run_1/flops_by_reg.png
Other sequential cells in the stronger grey, the rest of the logic in the fainter grey.
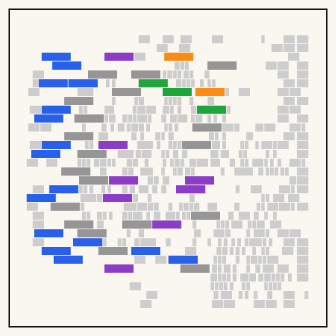
run_1/io_fan.png
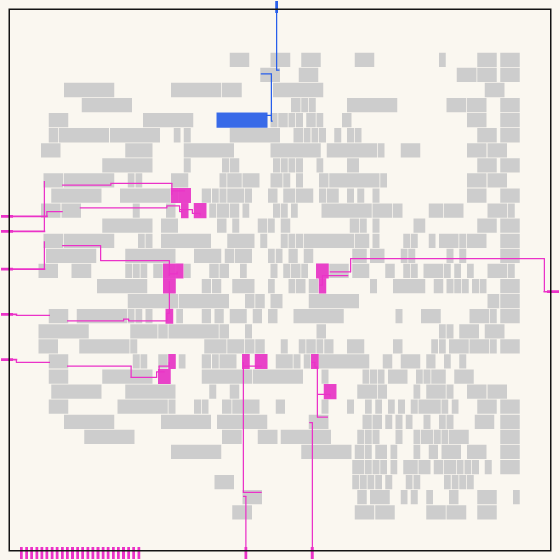
run_1/placement.png
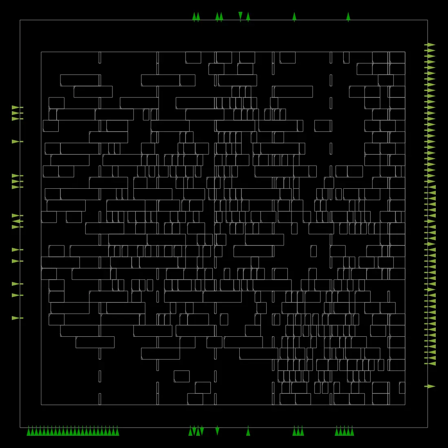
File: config.mk
export PLATFORM = sky130hd
export DESIGN_NAME = irq_controller_flat
export DESIGN_NICKNAME = d
export VERILOG_FILES = /design/src/rtl/irq_controller_if.sv /design/src/rtl/irq_controller.sv /design/src/flat_wrapper.sv
export SDC_FILE = /design/constraint.sdc
export NUM_CORES = 1
export LEC_CHECK = 0
export ABC_AREA = 1
export CORE_MARGIN = 5
export CORE_UTILIZATION = 35
export CTS_BUF_LIST = sky130_fd_sc_hd__clkbuf_8
export DETAILED_ROUTE_END_ITERATION = 10
export PLACE_DENSITY = 0.75
export SYNTH_ARGS = -nofsm -noshare
export SYNTH_HDL_FRONTEND = slang
export SYNTH_SLANG_ARGS = --single-unit
File: constraint.sdc
create_clock -name clk -period 7.44 [get_ports clk]
set_input_delay 2.232 -clock clk [delete_from_list [all_inputs] [get_ports clk]]
set_output_delay 2.232 -clock clk [all_outputs]
set_load 0.02 [all_outputs]
File: src/rtl/irq_controller_if.sv
// Data-memory slave port plus the I_Req/IACK handshake between the core
// and the interrupt controller.
//   Data_addr  core data address
//   Wdata      core store data
//   we         core byte write enables
//   rdata      register read data (combinational from Data_addr)
//   sel        Data_addr falls inside the controller's register window
//   I_Req      interrupt request to the core
//   IACK       interrupt acknowledge from the core
interface irq_controller_if;
  logic [31:0] Data_addr;
  logic [31:0] Wdata;
  logic [3:0]  we;
  logic [31:0] rdata;
  logic        sel;
  logic        I_Req;
  logic        IACK;

  modport master (
    output Data_addr, Wdata, we, IACK,
    input  rdata, sel, I_Req
  );

  modport slave (
    input  Data_addr, Wdata, we, IACK,
    output rdata, sel, I_Req
  );
endinterface

File: src/rtl/irq_controller.sv
// Interrupt controller for the RV32I core's I_Req/IACK handshake.
// Latches rising edges on external sources, masks them with ENABLE, raises
// I_Req, claims the lowest-index active source on IACK and holds it in
// service until software writes EOI.
//
// Ports:
//   clk         core clock
//   reset       asynchronous active-low reset
//   irq_src     asynchronous interrupt lines, rising edge = event
//   bus         data-memory slave port + I_Req/IACK (irq_controller_if.slave)
//   claim_id    source currently in service
//   in_service  high while a claim is being serviced
//
// Register window (offset from BASE_ADDR):
//   0x0 PENDING  RW1C
//   0x4 ENABLE   RW
//   0x8 CLAIM    RO, all-ones after a spurious claim
//   0xC EOI      WO, any full-word write ends service
//
// state    | meaning
// ---------+--------------------------------------------------------------
// S_IDLE   | no request outstanding; waits for an enabled pending source
// S_REQ    | I_Req high, waiting (unbounded) for IACK from the core
// S_SERVICE| claim taken; waits for an EOI write, IACK ignored
module irq_controller #(
  parameter int          N_SRC     = 8,             // 1..31
  parameter logic [31:0] BASE_ADDR = 32'hFFFF_0000,
  parameter int          SYNC_STG  = 2              // >= 2
) (
  input  logic             clk,
  input  logic             reset,
  input  logic [N_SRC-1:0] irq_src,
  irq_controller_if.slave  bus,
  output logic [4:0]       claim_id,
  output logic             in_service
);

  typedef enum logic [1:0] {
    S_IDLE    = 2'd0,
    S_REQ     = 2'd1,
    S_SERVICE = 2'd2
  } state_t;

  state_t           r_state;
  logic             r_ireq;
  logic             r_in_service;
  logic [4:0]       r_claim_id;
  logic             r_spurious;
  logic [N_SRC-1:0] r_pending;
  logic [N_SRC-1:0] r_enable;
  logic [N_SRC-1:0] r_sync [SYNC_STG];
  logic [N_SRC-1:0] r_hist;

  logic [31:0]      w_off;
  logic             w_sel;
  logic             w_wr;
  logic             w_wr_pend;
  logic             w_wr_en;
  logic             w_wr_eoi;
  logic [N_SRC-1:0] w_wdata;
  logic [N_SRC-1:0] w_edge;
  logic [N_SRC-1:0] w_act;
  logic [4:0]       w_winner;
  logic [N_SRC-1:0] w_win_mask;
  logic             w_claim;
  logic [N_SRC-1:0] w_clr_mask;
  logic [31:0]      w_rdata;
  logic             w_unused;

  // Address decode: the subtraction wraps for addresses below BASE_ADDR,
  // so a single unsigned compare covers both ends of the window.
  assign w_off     = bus.Data_addr - BASE_ADDR;
  assign w_sel     = (w_off <= 32'hC);
  assign w_wr      = w_sel && (bus.we == 4'b1111);
  assign w_wr_pend = w_wr && (w_off[3:2] == 2'd0);
  assign w_wr_en   = w_wr && (w_off[3:2] == 2'd1);
  assign w_wr_eoi  = w_wr && (w_off[3:2] == 2'd3);
  assign w_wdata   = bus.Wdata[N_SRC-1:0];
  assign w_unused  = ^bus.Wdata[31:N_SRC];

  // Input synchronisers plus one history flop for edge detection.
  always_ff @(posedge clk or negedge reset) begin
    if (!reset) begin
      for (int s = 0; s < SYNC_STG; s++) r_sync[s] <= '0;
      r_hist <= '0;
    end else begin
      r_sync[0] <= irq_src;
      for (int s = 1; s < SYNC_STG; s++) r_sync[s] <= r_sync[s-1];
      r_hist <= r_sync[SYNC_STG-1];
    end
  end

  assign w_edge = r_sync[SYNC_STG-1] & ~r_hist;
  assign w_act  = r_pending & r_enable;

  // Lowest set index of the active vector wins.
  always_comb begin
    w_winner   = '0;
    w_win_mask = '0;
    for (int i = N_SRC - 1; i >= 0; i--) begin
      if (w_act[i]) begin
        w_winner   = 5'(i);
        w_win_mask = '0;
        w_win_mask[i] = 1'b1;
      end
    end
  end

  assign w_claim    = (r_state == S_REQ) && bus.IACK && (w_act != '0);
  assign w_clr_mask = (w_wr_pend ? w_wdata : '0) | (w_claim ? w_win_mask : '0);

  // A new edge wins over a same-cycle clear of the same bit.
  always_ff @(posedge clk or negedge reset) begin
    if (!reset) begin
      r_pending <= '0;
      r_enable  <= '0;
    end else begin
      r_pending <= (r_pending & ~w_clr_mask) | w_edge;
      if (w_wr_en) r_enable <= w_wdata;
    end
  end

  always_ff @(posedge clk or negedge reset) begin
    if (!reset) begin
      r_state      <= S_IDLE;
      r_ireq       <= 1'b0;
      r_in_service <= 1'b0;
      r_claim_id   <= '0;
      r_spurious   <= 1'b0;
    end else begin
      case (r_state)
        S_IDLE: begin
          if (w_act != '0) begin
            r_state <= S_REQ;
            r_ireq  <= 1'b1;
          end
        end
        S_REQ: begin
          // The request is never withdrawn; if the mask emptied while we
          // waited, the claim is reported as spurious.
          if (bus.IACK) begin
            if (w_act != '0) begin
              r_claim_id <= w_winner;
              r_spurious <= 1'b0;
            end else begin
              r_claim_id <= '0;
              r_spurious <= 1'b1;
            end
            r_ireq       <= 1'b0;
            r_in_service <= 1'b1;
            r_state      <= S_SERVICE;
          end
        end
        S_SERVICE: begin
          // IACK lingers for a cycle after I_Req falls; only EOI matters here.
          if (w_wr_eoi) begin
            r_in_service <= 1'b0;
            r_state      <= S_IDLE;
          end
        end
        default: begin
          r_state      <= S_IDLE;
          r_ireq       <= 1'b0;
          r_in_service <= 1'b0;
        end
      endcase
    end
  end

  always_comb begin
    w_rdata = '0;
    if (w_sel) begin
      case (w_off[3:2])
        2'd0:    w_rdata = {{(32-N_SRC){1'b0}}, r_pending};
        2'd1:    w_rdata = {{(32-N_SRC){1'b0}}, r_enable};
        2'd2:    w_rdata = r_spurious ? 32'hFFFF_FFFF : {27'b0, r_claim_id};
        default: w_rdata = '0;
      endcase
    end
  end

  assign bus.rdata  = w_rdata;
  assign bus.sel    = w_sel;
  assign bus.I_Req  = r_ireq;
  assign claim_id   = r_claim_id;
  assign in_service = r_in_service;

endmodule

File: src/flat_wrapper.sv
// flat-port wrapper written by rule: the top's interface ports become plain ports
module irq_controller_flat 
#(
  parameter int          N_SRC     = 8,                     
  parameter logic [31:0] BASE_ADDR = 32'hFFFF_0000,
  parameter int          SYNC_STG  = 2                     
)
  (clk, reset, irq_src, claim_id, in_service, bus_Data_addr, bus_Wdata, bus_we, bus_IACK, bus_rdata, bus_sel, bus_I_Req);
  irq_controller_if bus_i ();
  input  logic clk;
  input  logic reset;
  input  logic [N_SRC-1:0] irq_src;
  output logic [4:0] claim_id;
  output logic in_service;
  input wire logic [$bits(bus_i.Data_addr)-1:0] bus_Data_addr;
  input wire logic [$bits(bus_i.Wdata)-1:0] bus_Wdata;
  input wire logic [$bits(bus_i.we)-1:0] bus_we;
  input wire logic [$bits(bus_i.IACK)-1:0] bus_IACK;
  output wire logic [$bits(bus_i.rdata)-1:0] bus_rdata;
  output wire logic [$bits(bus_i.sel)-1:0] bus_sel;
  output wire logic [$bits(bus_i.I_Req)-1:0] bus_I_Req;
  assign bus_i.Data_addr = bus_Data_addr;
  assign bus_i.Wdata = bus_Wdata;
  assign bus_i.we = bus_we;
  assign bus_i.IACK = bus_IACK;
  assign bus_rdata = bus_i.rdata;
  assign bus_sel = bus_i.sel;
  assign bus_I_Req = bus_i.I_Req;
  irq_controller #(.N_SRC(N_SRC), .BASE_ADDR(BASE_ADDR), .SYNC_STG(SYNC_STG)) u_core (.clk(clk), .reset(reset), .irq_src(irq_src), .bus(bus_i), .claim_id(claim_id), .in_service(in_service));
endmodule
==> run_results.csv, run 1 <==
group,metric,value,unit
power_and_ir_drop,comb-power,179,µW
route,m1WireLength,3160,µm
synthesis,yosys-stat-cells,350,
run,maxCapViolCount,0,
die,core_region_area,7330,µm²
cells_and_area,drive_above_1_share,7.24,%
cells_and_area,logic_gates,230,
cells_and_area,clock_buffers,5,
synthesis,adder_share,0,%
critical_path,cp_cell_sequence,"clkdlybuf4s50_1, nand2_1, inv_1, nand2_1, nor2_1, nand3_1, nand2_1, nand2_1, nor2_1, nand2_2, nor3_2, buf_4, clkdlybuf4s50_1",
synthesis,synthXorXnorAreaFrac,0,%
power_and_ir_drop,power_leader,"sequential cells",
final_timing,relSlewSlack,30.5,%
worst_hold_path,hp-class,"register to register",
final_timing,hold_slack,354,ps
final_timing,finalClockPeriodUsage,96.0,%
cells_and_area,inverters_excl_clock,46,
cells_and_area,dominant_cells,"sequential cells",
cells_and_area,comb_area,1100,µm²
critical_path,path_common_cell,"nand2_1",
power_and_ir_drop,clkPwrFrac,24.2,%
clocking,htreeDepth,2,
synthesis,yosysTopAreaCellShare,44.9,%
power_and_ir_drop,peakVddDrop,0.000153,V
cells_and_area,largest_register,"u_core.r_sync",
cells_and_area,comb_area_share,30.4,%
route,ant_nets,0,
placed_design,place_inst,519,
worst_hold_path,min_to,"u_core.r_sync[5]",
status,outcome,"finished clean",
critical_path,critPathArrivalTime,4910,ps
die,fp_util,36.5,%
grt,overflow,0,
critical_path,ff2ff_path_depth,7,
critical_path,cp.required,5210,ps
power_and_ir_drop,p_sw_share,32.6,%
grt,antenna_found_initial,0,
synthesis,netlist_area,2670,µm²
clocking,root_buffer,"clkbuf_8",
synthesis,yosysTopAreaCell,"dfrtp_1",
placed_design,gp_congestion,0.901,
placed_design,place_area,3550,µm²
clocking,cts_tree,"yes",
critical_path,r2r_slack,5780,ps
die,die_x,97.4,µm
-- flops_by_reg.png (at the start) --
| colour | name in the netlist | sequential cells |
|---|---|---|
| blue | u_core.r_sync | 16 |
| purple | u_core.r_enable | 8 |
| orange | u_core.r_state | 2 |
| green | u_core.claim_id | 3 |
not coloured: 19
sequential power: 307 µW
Seq/total area: 33.0%
Final Core Density: 49.6%
register area: 1200 µm²

-- io_fan.png (at the start) --
| colour | port | direction | edge | end cells | buffers | wire |
|---|---|---|---|---|---|---|
| blue | bus_I_Req | output | top | 1 | 1 | 22.3 µm |
| magenta | bus_Wdata | input | 26 bottom, 5 left, 1 right | 16 | 8 | 308 µm |
IO Count: 119
Port Buf Inserts: 92

-- placement.png (at the start) --
Rows: 31
tap cells: 99
non-filler cells in the finished layout: 527
flop count: 48

run_1/layer_met3.png
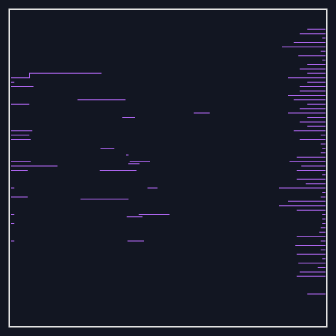

## Run 2: what changed since run 1
--- a/config.mk
+++ b/config.mk
@@ -7,10 +7,10 @@
 export LEC_CHECK = 0
 export ABC_AREA = 1
 export CORE_MARGIN = 5
-export CORE_UTILIZATION = 35
+export CORE_UTILIZATION = 43
 export CTS_BUF_LIST = sky130_fd_sc_hd__clkbuf_8
 export DETAILED_ROUTE_END_ITERATION = 10
-export PLACE_DENSITY = 0.75
+export PLACE_DENSITY = 0.88
 export SYNTH_ARGS = -nofsm -noshare
 export SYNTH_HDL_FRONTEND = slang
 export SYNTH_SLANG_ARGS = --single-unit
==> constraint.sdc (replaced) <==
create_clock -name clk -period 7 [get_ports clk]
set_input_delay 2.1 -clock clk [delete_from_list [all_inputs] [get_ports clk]]
set_output_delay 2.1 -clock clk [all_outputs]
set_load 0.02 [all_outputs]
run_2/layer_met3.png
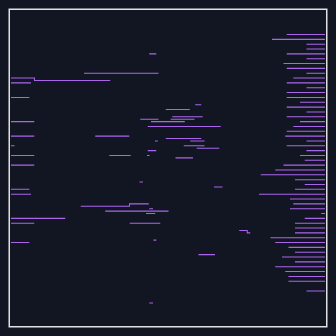
share of all routed wire: 11%
wire length on this layer: 768 µm
via count: 2554
final wirelength: 6730 µm

==> run 2 against run 1 <==
Effect of this change:
- total power grew 6.6%
- die size shrank 17%
- area after synthesis is the same
- final cell count shrank 4.6%
- setup slack lost 20 ps
- non-clock buffer count is the same
- final area shrank 0.41%
==> run_results.csv, run 2 <==
group,metric,value,unit
status,outcome,"finished clean",
grt,antenna_found_initial,0,
placed_design,gp_congestion,0.872,
cells_and_area,logic_gates,230,
critical_path,critPathArrivalTime,4620,ps
cells_and_area,largest_register,"u_core.r_sync",
cells_and_area,seq-cell-share,33.2,%
power_and_ir_drop,p_sw_share,31.5,%
cells_and_area,comb_area,1110,µm²
die,fp-row-count,28,
placed_design,place_area,3520,µm²
power_and_ir_drop,power_leader,"sequential cells",
final_timing,relSlewSlack,31.1,%
synthesis,yosys-stat-cells,350,
cells_and_area,dominant_cells,"sequential cells",
route,m1WireLength,2560,µm
cells_and_area,utilization,60.5,%
synthesis,yosysTopAreaCellShare,44.9,%
route,ant_nets,0,
cells_and_area,clock_buffers,6,
run,maxCapViolCount,0,
critical_path,path_common_cell,"nand2_1",
power_and_ir_drop,seq_cell_power,328,µW
die,die_x,88.8,µm
critical_path,cp.required,4900,ps
final_timing,hold_slack,348,ps
die,core_region_area,5990,µm²
final_timing,finalClockPeriodUsage,96.1,%
cells_and_area,final_cells,503,
clocking,root_buffer,"clkbuf_8",
run_2/io_fan.png
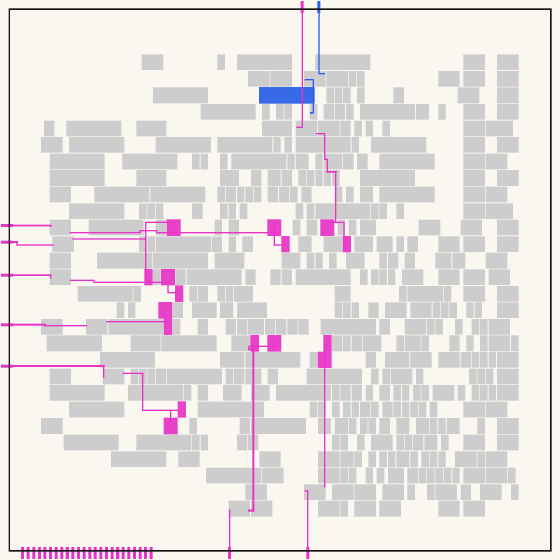
| colour | port | direction | edge | end cells | buffers | wire |
|---|---|---|---|---|---|---|
| magenta | bus_Wdata | input | 26 bottom, 5 left, 1 top | 16 | 8 | 280 µm |
| blue | bus_I_Req | output | top | 1 | 1 | 18.6 µm |

Power figures rest on the tool's default switching activity, not on a simulated workload.
